<file path="src/rtl/secret_dut.sv">
// Width-marshalling demonstration block: one 32-bit running accumulator with a
// combinational bypass mux, plus independent pass-through channels of assorted widths.
module secret_dut (
    input  logic             clk,
    input  logic             rst_n,
    input  logic [31:0]      accum_in,
    output logic [31:0]      accum_out,
    input  logic             accum_bypass,
    output logic [31:0]      accum_bypass_out,
    input  logic             s1_in,
    output logic             s1_out,
    input  logic [1:0]       s2_in,
    output logic [1:0]       s2_out,
    input  logic [7:0]       s8_in,
    output logic [7:0]       s8_out,
    input  logic [32:0]      s33_in,
    output logic [32:0]      s33_out,
    input  logic [63:0]      s64_in,
    output logic [63:0]      s64_out,
    input  logic [64:0]      s65_in,
    output logic [64:0]      s65_out,
    input  logic [128:0]     s129_in,
    output logic [128:0]     s129_out,
    input  logic [3:0][31:0] s4x32_in,
    output logic [3:0][31:0] s4x32_out
);

    logic [31:0] acc;

    // Modulo-2^32 accumulation; carry-out is intentionally dropped.
    always_ff @(posedge clk) begin
        if (!rst_n) begin
            acc <= '0;
        end else begin
            acc <= acc + accum_in;
        end
    end

    assign accum_out        = acc;
    assign accum_bypass_out = accum_bypass ? accum_in : acc;

    assign s1_out    = s1_in;
    assign s2_out    = s2_in;
    assign s8_out    = s8_in;
    assign s33_out   = s33_in;
    assign s64_out   = s64_in;
    assign s65_out   = s65_in;
    assign s129_out  = s129_in;
    assign s4x32_out = s4x32_in;

endmodule

</file>
<file path="config.mk">
export PLATFORM = sky130hd
export DESIGN_NAME = secret_dut
export DESIGN_NICKNAME = d
export VERILOG_FILES = /design/src/rtl/secret_dut.sv
export SDC_FILE = /design/constraint.sdc
export NUM_CORES = 1
export LEC_CHECK = 0
export ABC_AREA = 1
export CAP_MARGIN = 15
export CORE_AREA = 2 2 378 380
export DETAILED_ROUTE_END_ITERATION = 10
export DIE_AREA = 0 0 380 382
export PLACE_DENSITY = 0.3
export SLEW_MARGIN = 5
export SYNTH_ARGS = -nofsm -noshare
export SYNTH_HDL_FRONTEND = slang
export SYNTH_SLANG_ARGS = --single-unit
</file>
<file path="constraint.sdc">
create_clock -name clk -period 2.7 [get_ports clk]
set_input_delay 0.54 -clock clk [delete_from_list [all_inputs] [get_ports clk]]
set_output_delay 0.54 -clock clk [all_outputs]
set_load 0.01 [all_outputs]
</file>
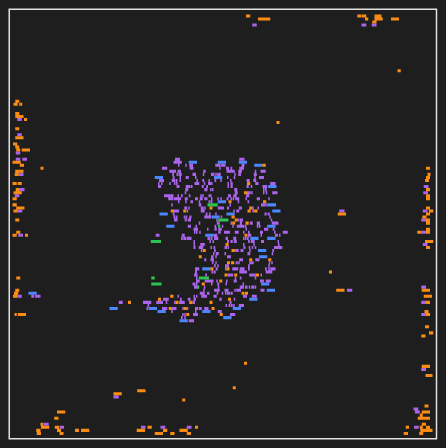
Figure 1: run 1, placement by cell class.
- flops: blue (cells 32; share of their area 12%)
- all other logic: purple (cells 564; share of their area 53%)
- clock drivers and dummy loads: green (cells 8; share of their area 2.7%)
- other buffers and delay cells: orange (cells 169; share of their area 32%)
Row Count: 138
Seq area share: 8.21%
core area: 0.141 mm²

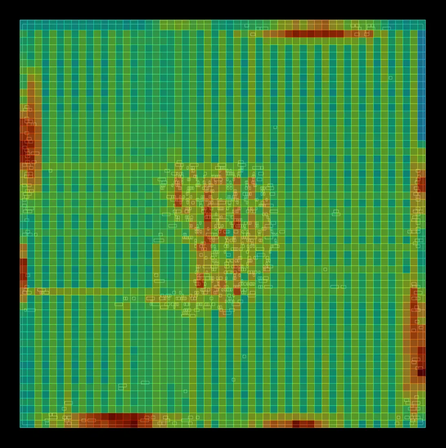
Figure 2: run 1, routing congestion.
post-DR wirelength/cell: 16.9 µm
Layout Utilization: 5.54%

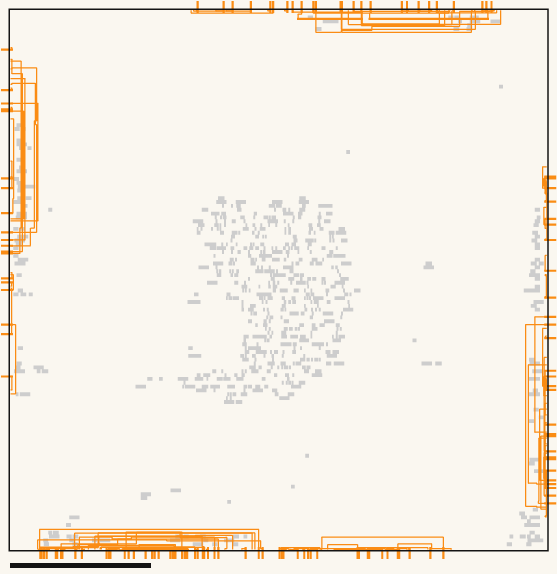
Figure 3: run 1, port wiring.
Scale bar: 100 µm.
- s129_out: orange (bits 129; direction output; edge 57 bottom, 28 right, 25 top, 19 left; end cells 0; buffers 0; wire 5,890 µm)
I/O pin cnt: 959
Port-buffer cells: 98

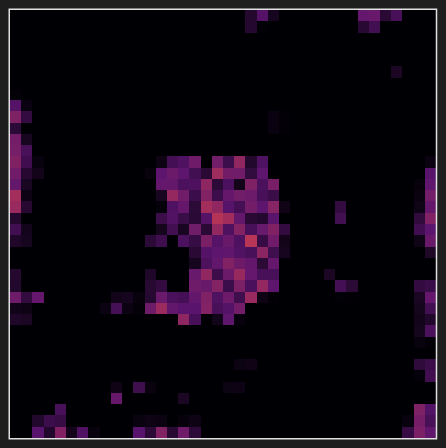
Figure 4: run 1, cell density map.
38 x 38 tiles, from black (low) to pale yellow (high), 0 to 100% covered.
- mean over tiles: 3.7%
- fullest tile: 48%
- densest ninth of the die: centre
- nearly empty tiles: 81%

==> results.toml, run 1 <==
# synthesis and place-and-route metrics
[clock_tree]
clock_sinks = 32
root_buffer = "clkbuf_16"
cts_tree = "done"
worstSkewPairLatency_ns = 0.30
cts-resized-gates = 0
cts_setup_buffers = 0
cts.clk_slew.worst_paths_ns = 0.06
holdBufCountCts = 0
numCtsBuffers = 5

[route]
drc_errors = 0
route.vias.total = 5068
first_pass_iters = 4
viasPerCell = 1.90
top_layer_used = "met5"
met2_length_um = 16200
wl_met3_um = 6630
ant_nets = 0
drt_wl_total_um = 45100

[grt]
grtUsageMet2_pct = 7.54
grt_util_met1_pct = 7.19
overflow = 0
grt_util_met3_pct = 3.96
grt_pass1_vias = 5284
grt_pass1_wl_um = 56500
grt_max_degree = 33
grt_antenna_before_repair = 4
top_usage_layer = "met2"

[synthesis]
adder_share_pct = 5.99
ys_seq_elements = 32
synthTopCellsByArea = "buf_4, nand2_1, dfxtp_1, ha_1, inv_1"
synthArstFlopShare_pct = 0
mux_share_pct = 5.29
synth-main-ff-cell = "dfxtp_1"
ys_sh_simple_pct = 20.6
ys_area_mm2 = 0.00681
ys_seq_share_pct = 9.41
top_cell = "buf_4"
ys_sh_xor_pct = 0.129
netlist_area_mm2 = 0.00681
yosysTopAreaCellShare_pct = 47.4
synthAoiAreaFrac_pct = 4.56
synth_area_per_cell_um2 = 6.59
common_cells = "buf_4, nand2_1, inv_1, nor2_1, a21oi_1"
topCombFamilyByArea = "buffers and inverters"
edf_count = 0

[layout]
flop-count = 32
largest_class = "logic gates"
filler_cell_count = 16838
logic_area_mm2 = 0.00249
clock_area_share_pct = 1.84
synthToLayoutAreaGrowth_pct = 14.6
drive_gt1_share_pct = 21.5
layout.nonclk_buf_share_pct = 22.2
final_nets = 1269
inverters_excl_clock = 109
design_area_mm2 = 0.00781
largest_reg_flops = 32
sh_comb_area_pct = 31.9
clock_buffers = 5
final_cells = 2671
layout_top_cell = "nand2_1"
comb_cells = 455
n_antenna_cell = 8

[power_and_ir_drop]
p_comb_share_pct = 70.3
powerClk_mw = 0.621
p_seq_share_pct = 18.5
powerDensity_mw_per_mm2 = 711
swShare_pct = 51.0
leakage_nw = 3.03
p_sw_mw = 2.83
peakVddDrop_mv = 0.235
p_seq_mw = 1.03
pg_comb_mw = 3.90
total_power_mw = 5.55
clock_power_share_pct = 11.2
p_int_mw = 2.72

[placed_design]
placed_cell_area_mm2 = 0.00764
pre_cts_ws_ns = -0.0913
dpl.hpwl_um = 39900
gp_congestion = 0.730

[critical_path]
cp-endpoint = "accum_bypass_out[30]"
reg2reg_from = "accum_out[0]"
crit_top_cell = "clkdlybuf4s50_1"
crit_required_ns = 2.16
crit_path_max_fanout = 3
cp-startpoint = "accum_in[30]"
worstPathCellList = "clkdlybuf4s50_1, mux2_2, clkdlybuf4s50_1"
cpPeakStageDelay_ns = 0.70
path_depth = 3
cp-end-kind = "output port"
crit_slowest_cell = "clkdlybuf4s50_1"
critPathBufInv = 2
r2r_end = "accum_out[16]"
crit_family = "buffers and inverters"
r2r_cells = 10

[timing]
period_needed_ns = 2.54
relSlewSlack_pct = 70.4
tns_ns = 0
fmax_mhz = 394
finalCritPeriodShare_pct = 94.0
rsz0062_at_grt = "false"
drv_slew = 0
hold_viol = 0
setup_viol = 0
hold_slack_ns = 0.602
worstMarginPinSlew_ns = 0.443

[outcome]
outcome = "finished clean"

[die]
tap_cells = 1890
die_w_um = 380
dieHeight_um = 382

[min_path]
hold_end = "accum_out[0]"
min_from = "accum_out[0]"

[job]
cap_violations = 0
warnings = 26
==> run 2, diff against run 1 <==
--- a/config.mk
+++ b/config.mk
@@ -10,6 +10,7 @@
 export CORE_AREA = 2 2 378 380
 export DETAILED_ROUTE_END_ITERATION = 10
 export DIE_AREA = 0 0 380 382
+export MAX_ROUTING_LAYER = met4
 export PLACE_DENSITY = 0.3
 export SLEW_MARGIN = 5
 export SYNTH_ARGS = -nofsm -noshare
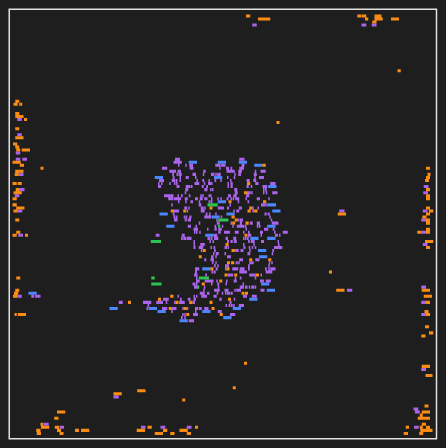
Figure 5: run 2, placement by cell class.
- clock drivers and dummy loads: green (cells 8; share of their area 2.7%)
- all other logic: purple (cells 564; share of their area 53%)
- other buffers and delay cells: orange (cells 169; share of their area 32%)
- flops: blue (cells 32; share of their area 12%)

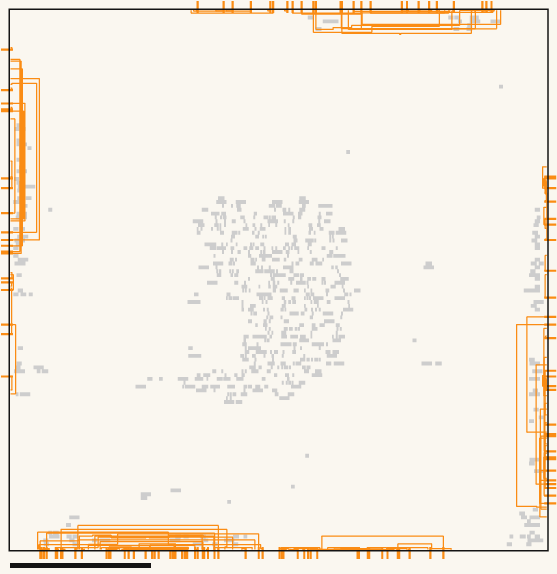
Figure 6: run 2, port wiring.
Scale bar: 100 µm.
- s129_out: orange (bits 129; direction output; edge 57 bottom, 28 right, 25 top, 19 left; end cells 0; buffers 0; wire 5,900 µm)

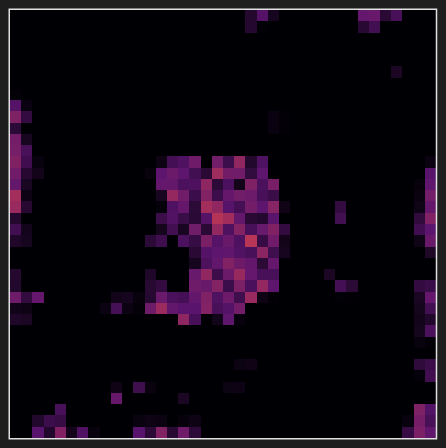
Figure 7: run 2, cell density map.
38 x 38 tiles, from black (low) to pale yellow (high), 0 to 100% covered.
- densest ninth of the die: centre
- nearly empty tiles: 81%
- mean over tiles: 3.7%
floorplan core density: 4.83%

==> results.toml, run 2 <==
# synthesis and place-and-route metrics
[synthesis]
common_cells = "buf_4, nand2_1, inv_1, nor2_1, a21oi_1"
ys_seq_elements = 32
netlist_area_mm2 = 0.00681
adder_share_pct = 5.99
top_cell = "buf_4"
ys_area_mm2 = 0.00681
yosysTopAreaCellShare_pct = 47.4

[layout]
inverters_excl_clock = 109
final_cells = 2671
layout_top_cell = "nand2_1"
flop-count = 32
largest_class = "logic gates"
sh_comb_area_pct = 31.9
postLayoutCoreUtil_pct = 5.54
synthToLayoutAreaGrowth_pct = 14.6
n_antenna_cell = 8
sh_seq_area_pct = 8.21
drive_gt1_share_pct = 21.5
logic_area_mm2 = 0.00249
clock_buffers = 5

[job]
cap_violations = 0

[critical_path]
cp-end-kind = "output port"
crit_slowest_cell = "clkdlybuf4s50_1"
path_depth = 3
r2r_end = "accum_out[16]"
cp-endpoint = "accum_bypass_out[30]"

[power_and_ir_drop]
p_int_mw = 2.72
leakage_nw = 3.03
total_power_mw = 5.56
powerClk_mw = 0.620
p_seq_share_pct = 18.6
p_comb_share_pct = 70.3
pg_comb_mw = 3.91
p_seq_mw = 1.03

[placed_design]
io_buffer_count = 98
pre_cts_ws_ns = -0.0913
placed_cell_area_mm2 = 0.00764

[timing]
setup_viol = 0
fmax_mhz = 393
hold_viol = 0
period_needed_ns = 2.54
rsz0062_at_grt = "false"

[route]
first_pass_iters = 4
viasPerCell = 1.91
top_layer_used = "met4"
route.vias.total = 5104
wl_met3_um = 7020
drc_errors = 0

[grt]
grt_util_met3_pct = 4.19
grtUsageMet2_pct = 7.63
grt_pass1_wl_um = 56500
grt_util_met1_pct = 7.11
grt_max_degree = 33

[die]
die_w_um = 380
ios = 959
dieHeight_um = 382
num_rows = 138

[clock_tree]
numCtsBuffers = 5
worstSkewPairLatency_ns = 0.30
cts.clk_slew.worst_paths_ns = 0.06
root_buffer = "clkbuf_16"
cts_tree = "done"
cts_setup_buffers = 0

[outcome]
outcome = "finished clean"
Figure 8. Routing congestion (run 2).
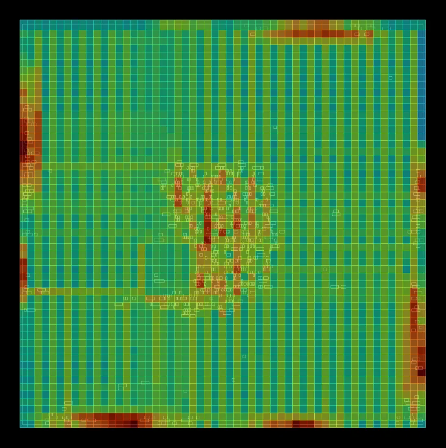

==> run 3, diff against run 2 <==
--- a/config.mk
+++ b/config.mk
@@ -12,6 +12,7 @@
 export DIE_AREA = 0 0 380 382
 export MAX_ROUTING_LAYER = met4
 export PLACE_DENSITY = 0.3
+export SETUP_SLACK_MARGIN = 0.3
 export SLEW_MARGIN = 5
 export SYNTH_ARGS = -nofsm -noshare
 export SYNTH_HDL_FRONTEND = slang
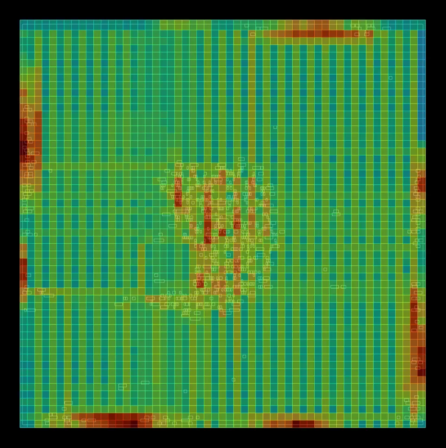
Figure 9: run 3, routing congestion.
post-DR wirelength/cell: 16.9 µm
met1 Resource Use GR: 7.11%
met3 Resource Use GR: 4.19%
met2 GRT Util: 7.63%
gr usage total: 6.15%

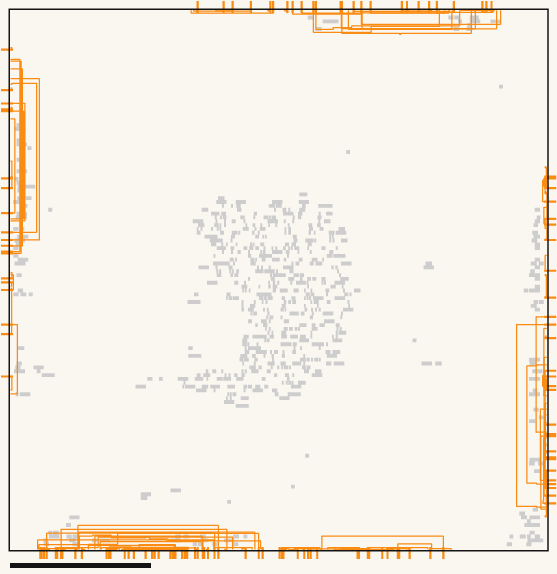
Figure 10: run 3, port wiring.
Scale bar: 100 µm.
- s129_out: orange (bits 129; direction output; edge 57 bottom, 28 right, 25 top, 19 left; end cells 0; buffers 0; wire 5,890 µm)

==> results.toml, run 3 <==
# synthesis and place-and-route metrics
[route]
top_layer_used = "met4"
ant_nets = 0
wl_met1_um = 18800
met2_length_um = 16400
wl_met3_um = 6990
drt_iter0_drc = 151
drc_errors = 0
first_pass_iters = 4
drt_wl_total_um = 45200
route.vias.total = 5136
viasPerCell = 1.92

[synthesis]
synthTopCellsByArea = "buf_4, nand2_1, dfxtp_1, ha_1, inv_1"
ys_seq_elements = 32
adder_share_pct = 5.99
synth_area_per_cell_um2 = 6.59
ys_seq_share_pct = 9.41
yosysTopAreaCellShare_pct = 47.4
mux_share_pct = 5.29
topCombFamilyByArea = "buffers and inverters"
synth-main-ff-cell = "dfxtp_1"
ys_cells = 1033
netlist-cell-type-count = 28
ys_sh_simple_pct = 20.6
edf_count = 0
synthArstFlopShare_pct = 0
netlist_area_mm2 = 0.00681
synthAoiAreaFrac_pct = 4.56
common_cells = "buf_4, nand2_1, inv_1, nor2_1, a21oi_1"
ys_area_mm2 = 0.00681
ys_sh_xor_pct = 0.129
top_cell = "buf_4"

[timing]
tns_ns = 0
relSlewSlack_pct = 65.7
rsz0062_at_grt = "true"
period_needed_ns = 2.38
fin_worst_skew_ns = 0.0109
drv_slew = 0
finalCritPeriodShare_pct = 88.0
worstMarginPinSlew_ns = 0.514
hold_slack_ns = 0.663
fmax_mhz = 421
setup_viol = 0
hold_viol = 0

[critical_path]
critPathBufInv = 3
cpPeakStageDelay_ns = 0.50
reg2reg_from = "accum_out[9]"
crit_family = "buffers and inverters"
crit_slowest_cell = "clkdlybuf4s50_1"
crit_path_max_fanout = 27
cp-endpoint = "accum_bypass_out[14]"
crit_path_start_kind = "primary input"
crit_required_ns = 2.16
r2r_end = "accum_out[26]"
worstPathCellList = "buf_2, buf_12, mux2_2, clkdlybuf4s50_1"
cp-end-kind = "output port"
r2r_cells = 13
cp-startpoint = "accum_bypass"
path_depth = 4

[die]
num_rows = 138
coreArea_mm2 = 0.141
fp_util_pct = 4.83
dieHeight_um = 382
ios = 959
die_w_um = 380
tap_cells = 1890

[clock_tree]
cts-resized-gates = 12
numCtsBuffers = 5
clock_sinks = 32
cts_tree = "done"
root_buffer = "clkbuf_16"
cts_setup_buffers = 0
worstSkewPairLatency_ns = 0.30
holdBufCountCts = 0
cts.clk_slew.worst_paths_ns = 0.06
htree_levels = 2

[layout]
design_area_mm2 = 0.00797
comb_cells = 455
layout.nonclk_buf_share_pct = 21.9
inverters_excl_clock = 109
layout_top_cell = "nand2_1"
drive_gt1_share_pct = 24.7
largest_reg_flops = 32
largest_class = "logic gates"
filler_cell_count = 16833
clock_area_share_pct = 1.81
final_cells = 2676
logic_area_mm2 = 0.00263
flop-count = 32
final_nets = 1270
sh_comb_area_pct = 33.0
postLayoutCoreUtil_pct = 5.66
sh_seq_area_pct = 8.04
clock_buffers = 5
synthToLayoutAreaGrowth_pct = 17.0
n_antenna_cell = 12

[grt]
overflow = 0
grt_pass1_wl_um = 56500
grt_antenna_before_repair = 5
grt_max_degree = 33
grt_pass1_vias = 5274
top_usage_layer = "met2"

[power_and_ir_drop]
peakVddDrop_mv = 0.235
p_seq_share_pct = 18.7
powerClk_mw = 0.620
p_seq_mw = 1.06
leakage_nw = 3.11
p_comb_share_pct = 70.4
total_power_mw = 5.69
p_sw_mw = 2.91
pg_comb_mw = 4.01
powerDensity_mw_per_mm2 = 714
swShare_pct = 51.0
clock_power_share_pct = 10.9
p_int_mw = 2.79
power_leader = "combinational logic"

[placed_design]
placed_cell_area_mm2 = 0.00764
gp_congestion = 0.739
io_buffer_count = 98
pre_cts_ws_ns = -0.0913
dpl.hpwl_um = 39900

[job]
cap_violations = 0
warnings = 28

[outcome]
outcome = "finished clean"

[min_path]
min_from = "accum_out[0]"
hold_end = "accum_out[0]"
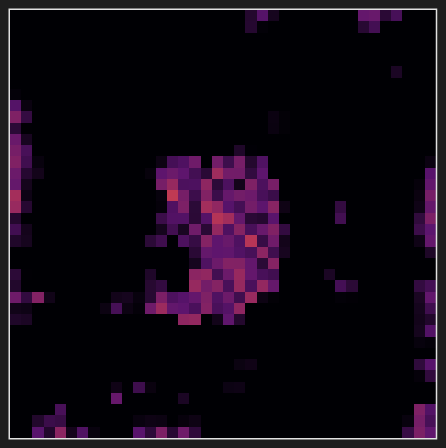
Figure 11: run 3, cell density map.
38 x 38 tiles, from black (low) to pale yellow (high), 0 to 100% covered.
- nearly empty tiles: 81%
- mean over tiles: 3.8%
- fullest tile: 51%
- emptiest ninth of the die: top centre
- densest ninth of the die: centre

